File: config.mk
export PLATFORM = sky130hd
export DESIGN_NAME = io_port_unit
export DESIGN_NICKNAME = d
export VERILOG_FILES = /design/src/rtl/io_port_unit.sv
export SDC_FILE = /design/constraint.sdc
export NUM_CORES = 1
export LEC_CHECK = 0
export ABC_AREA = 1
export CORE_MARGIN = 2
export CORE_UTILIZATION = 45
export DETAILED_ROUTE_END_ITERATION = 8
export MAX_ROUTING_LAYER = met4
export PLACE_DENSITY = 0.8
export SLEW_MARGIN = 20
export SYNTH_ARGS = -nofsm -noshare
export SYNTH_HDL_FRONTEND = slang
export SYNTH_SLANG_ARGS = --single-unit
File: constraint.sdc
create_clock -name clk -period 3.25 [get_ports clk]
set_input_delay 0.65 -clock clk [delete_from_list [all_inputs] [get_ports clk]]
set_output_delay 0.65 -clock clk [all_outputs]
set_load 0.1 [all_outputs]
File: src/rtl/io_port_unit.sv
// I/O responder for the accumulator machine: INP/OUT/SKI/SKO/ION/IOF,
// keyboard and printer handshakes, interrupt request flip-flop.
module io_port_unit #(
  parameter int WIDTH     = 8,
  parameter int PRINT_DLY = 4
) (
  input  logic             clk,
  input  logic             RST_N,
  input  logic             IO_EN,
  input  logic [5:0]       IO_OP,
  input  logic [WIDTH-1:0] AC_LOW,
  input  logic             INT_ACK,
  output logic [WIDTH-1:0] INPR_OUT,
  output logic             SKIP,
  output logic             IRQ,
  output logic             FGI,
  output logic             FGO,
  input  logic [WIDTH-1:0] RX_DATA,
  input  logic             RX_VALID,
  output logic             RX_READY,
  output logic [WIDTH-1:0] TX_DATA,
  output logic             TX_VALID,
  input  logic             TX_READY
);

  typedef enum logic [1:0] {
    IDLE,
    SEND,
    BUSY
  } tx_st_t;

  localparam logic [7:0] DLY_M1 =
    (PRINT_DLY > 0) ? 8'(PRINT_DLY - 1) : 8'd0;

  logic [WIDTH-1:0] inpr;
  logic [WIDTH-1:0] outr;
  logic             fgi_q;
  logic             fgo_q;
  logic             ien;
  logic             r_q;
  tx_st_t           tx_st;
  logic [7:0]       cnt;

  logic [5:0] sel;
  logic do_inp, do_out, do_ski;
  logic do_sko, do_ion, do_iof;
  logic rx_fire;

  // Highest set op bit wins; sel is one-hot or zero.
  assign sel[5] = IO_EN & IO_OP[5];
  assign sel[4] = IO_EN & IO_OP[4] & ~IO_OP[5];
  assign sel[3] = IO_EN & IO_OP[3] & ~|IO_OP[5:4];
  assign sel[2] = IO_EN & IO_OP[2] & ~|IO_OP[5:3];
  assign sel[1] = IO_EN & IO_OP[1] & ~|IO_OP[5:2];
  assign sel[0] = IO_EN & IO_OP[0] & ~|IO_OP[5:1];

  always_comb begin
    do_inp = 1'b0;
    do_out = 1'b0;
    do_ski = 1'b0;
    do_sko = 1'b0;
    do_ion = 1'b0;
    do_iof = 1'b0;
    unique case (1'b1)
      sel[5]:  do_inp = 1'b1;
      sel[4]:  do_out = 1'b1;
      sel[3]:  do_ski = 1'b1;
      sel[2]:  do_sko = 1'b1;
      sel[1]:  do_ion = 1'b1;
      sel[0]:  do_iof = 1'b1;
      default: ;
    endcase
  end

  assign rx_fire  = RX_VALID & ~fgi_q;
  assign RX_READY = ~fgi_q;
  assign INPR_OUT = inpr;
  assign TX_DATA  = outr;
  assign TX_VALID = (tx_st == SEND);
  assign FGI      = fgi_q;
  assign FGO      = fgo_q;
  assign IRQ      = r_q;
  assign SKIP     = (do_ski & fgi_q) | (do_sko & fgo_q);

  always_ff @(posedge clk or negedge RST_N) begin
    if (!RST_N) begin
      inpr  <= '0;
      outr  <= '0;
      fgi_q <= 1'b0;
      fgo_q <= 1'b1;
      ien   <= 1'b0;
      r_q   <= 1'b0;
      tx_st <= IDLE;
      cnt   <= 8'd0;
    end else begin
      if (rx_fire) begin
        inpr  <= RX_DATA;
        fgi_q <= 1'b1;
      end else if (do_inp) begin
        fgi_q <= 1'b0;
      end

      if (INT_ACK) begin
        r_q <= 1'b0;
        ien <= 1'b0;
      end else begin
        if (do_ion)
          ien <= 1'b1;
        else if (do_iof)
          ien <= 1'b0;
        if (ien & (fgi_q | fgo_q))
          r_q <= 1'b1;
      end

      // FGO=1 only ever coexists with IDLE.
      unique case (tx_st)
        IDLE: begin
          if (do_out && fgo_q) begin
            outr  <= AC_LOW;
            fgo_q <= 1'b0;
            tx_st <= SEND;
          end
        end
        SEND: begin
          if (TX_READY) begin
            if (PRINT_DLY > 0) begin
              cnt   <= DLY_M1;
              tx_st <= BUSY;
            end else begin
              fgo_q <= 1'b1;
              tx_st <= IDLE;
            end
          end
        end
        BUSY: begin
          if (cnt == 8'd0) begin
            fgo_q <= 1'b1;
            tx_st <= IDLE;
          end else begin
            cnt <= cnt - 8'd1;
          end
        end
        default: tx_st <= IDLE;
      endcase
    end
  end

endmodule
==> job_summary.md <==
### Yosys + OpenROAD results

| Metric | Value |
|---|---|
| Status | completed |
| Max cap viols | 0 |
| Clk sinks | 30 |
| Async SR Flop Fraction | 1.00 |
| Syn avg cell area | 8.94 um^2 |
| Crit-path leading delay family | buffers and inverters |
| Initial core utilization | 0.475 |
| Yosys top cell by instances | nand2_1 |
| Vias in the first global route | 1208 |
| Met2 wire length | roughly 1700 um |
| Final cell count without fillers | approximately 260 |
| # Cells Yosys | ~160 |
| Synth top area share | 0.501 |
| H-tree levels | 2 |
| Ports | about 50 |
| GR Util All Layers | 0.200 |
| Post-route cell area | 0.00202 mm^2 |
| CP Capture Type | output port |
| Overall die width | between 60 and 70 um |
| Pre-CTS WS | ~0.78 ns |
| XORs/XNORs by Area | 0.0121 |
| Min Tclk post-route | 2.46 ns |
| Gpl congestion | around 0.83 |
| Cell count after placement | between 200 and 300 |
| Largest stage delay on the critical path | approximately 0.41 ns |
| Worst-Skew Late Latency | roughly 0.31 ns |
| Largest net degree at the start of global routing | 31 |
| Data arrival time of the critical path | between 1.5 and 2 ns |
| Dominant flop cell | dfrtp_1 |
| Post-Route Utilization | 0.661 |
| Basic Gates by Area | 0.246 |
| Final setup vio count | 0 |
| Synth mux share | 0.0622 |
| Die area | around 0.0037 mm^2 |
| Final setup margin | 0.787 ns |
| Cell Area, Placed | just under 0.002 mm^2 |
| Core Area | around 0.0031 mm^2 |
| Dominant logic cell types in the final layout | nand2_1 (42), dfrtp_1 (28), clkdlybuf4s50_1 (27) |
| Most instantiated cells after synthesis | nand2_1 (42), dfrtp_1 (29), inv_1 (18) |
| WHS | between 0.5 and 0.6 ns |
| Final Hold Fails | 0 |
| CP Class | input pin to output port |
| Routed vias/inst | roughly 4.9 |
| Seq share, synth | 0.519 |
| Floorplan Nets | between 150 and 200 |
| Unrepaired setup endpoints after global routing | false |
| Clk pin slew, worst setup/hold paths | 0.08 ns |
| Post-synth EDFFs | 0 |
| Max Fclk | between 0.4 and 0.5 GHz |
| Ys Warns | 0 |
| Tool Warnings | 27 |
| Total CTS buffers | 5 |
| Met3 Track Usage GR | 0.0448 |
| Top non-seq family | simple AND/OR/NAND/NOR gates |
| Die y size | between 60 and 70 um |
| Clk buf depth | 2 |
| Nets | 247 |
| Post-CTS setup buffers | 0 |
| Post-Syn Area | around 0.0014 mm^2 |
| Library cells used by synthesis | 25 |
| Yosys synthesis chip area | around 0.0014 mm^2 |
| CP Buf/Inv Count | 4 |
| DRT met1 WL | around 1300 um |
| Routed wl met3 | about 240 um |
final timing paths:
| path | slack, ns | to | from | cells after the start |
|---|---|---|---|---|
| min reg2reg | 0.51 | TX_DATA[3] | TX_DATA[3] | 2 |
| max | 0.79 | SKIP | IO_OP[5] | 7 |
| min in group asynchronous | 0.71 | cnt[1] | RST_N | 2 |
| min | 0.51 | TX_DATA[3] | TX_DATA[3] | 2 |
| max reg2reg | 1.55 | TX_DATA[3] | FGO | 4 |
| max in group asynchronous | 2.21 | FGO | RST_N | 2 |
area by class of cell:
cell class / count / area, um^2
multi-input combinational: 111 / 631
inverter: 19 / 75.1
clock buffer: 8 / 48.8
tap: 44 / 55.1
timing repair buffer: 50 / 455
fill: 267 / 1030
sequential: 30 / 753
Fig. 1: track usage over the die
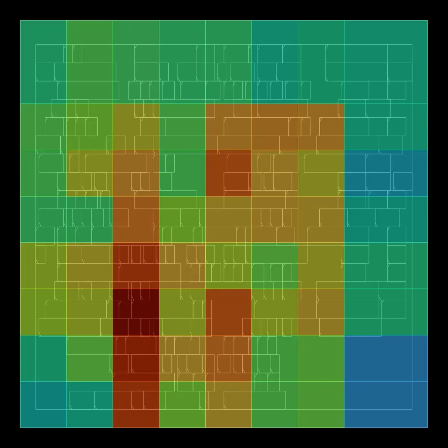
drt wl/cell: 12.6 um
met1 Use GR: 0.209
grt peak-use layer: met2

Fig. 2: gate-type map
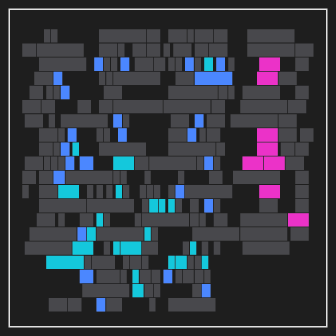
| family | color | cells | most used |
|---|---|---|---|
| NOR gates | cyan | 21 | nor2_1 |
| inverting AOI/OAI gates | blue | 24 | o21ai_0 |
| multiplexers | magenta | 8 | mux2_2 |

Fig. 3: sequential cells colored by netlist name
Scale bar: 20 um. Other sequential cells in the stronger gray, the rest of the logic in the fainter gray.
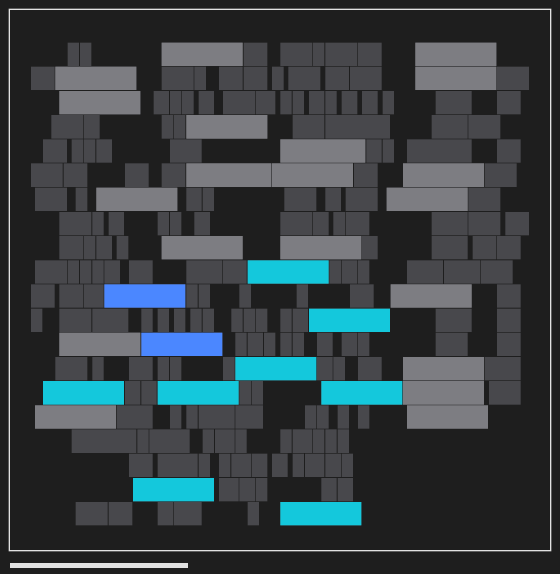
| netlist name | color | placed flops |
|---|---|---|
| tx_st | blue | 2 |
| cnt | cyan | 8 |
not colored: 20

Fig. 4: close-up of the layout
Scale bar: 10 um. Window x 3 to 28, y 3 to 28 um. Cells in gray, sequential cells in the stronger gray; small squares are vias.
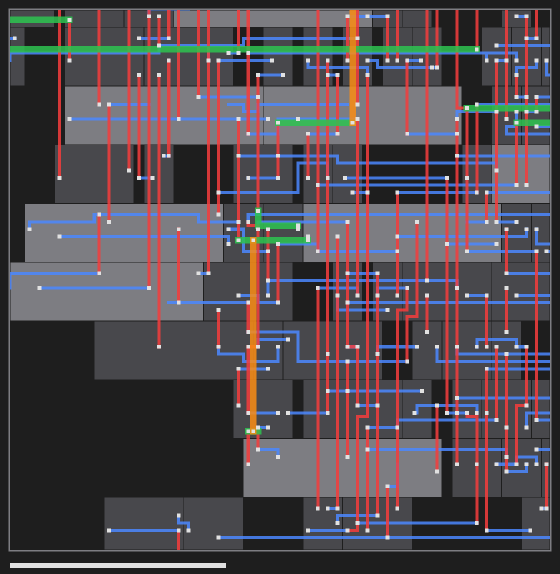
| layer | color |
|---|---|
| metal 3 | green |
| metal 1 | blue |
| metal 2 | red |
| metal 4 | orange |
most frequent: nand2_1 (10), dfrtp_1 (6), inv_1 (6)
netlist names of flops here include: cnt (3), TX_DATA (2)
cells with their middle in the window: 50
sequential cells in the window: 6

Fig. 5: I/O nets highlighted
Scale bar: 20 um.
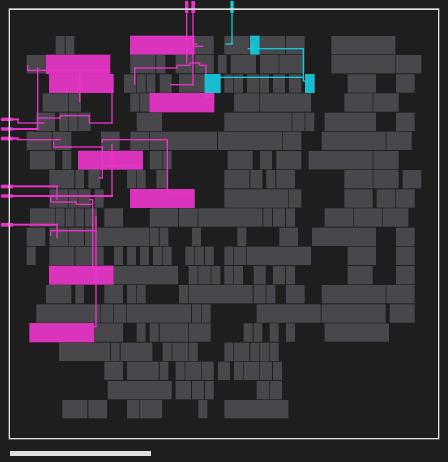
| port | color | bits | direction | edge | end cells | buffers | wire |
|---|---|---|---|---|---|---|---|
| IO_EN | cyan | 1 | input | top | 3 | 1 | 32.0 um |
| TX_DATA | magenta | 8 | output | 6 left, 2 top | 8 | 8 | 219 um |

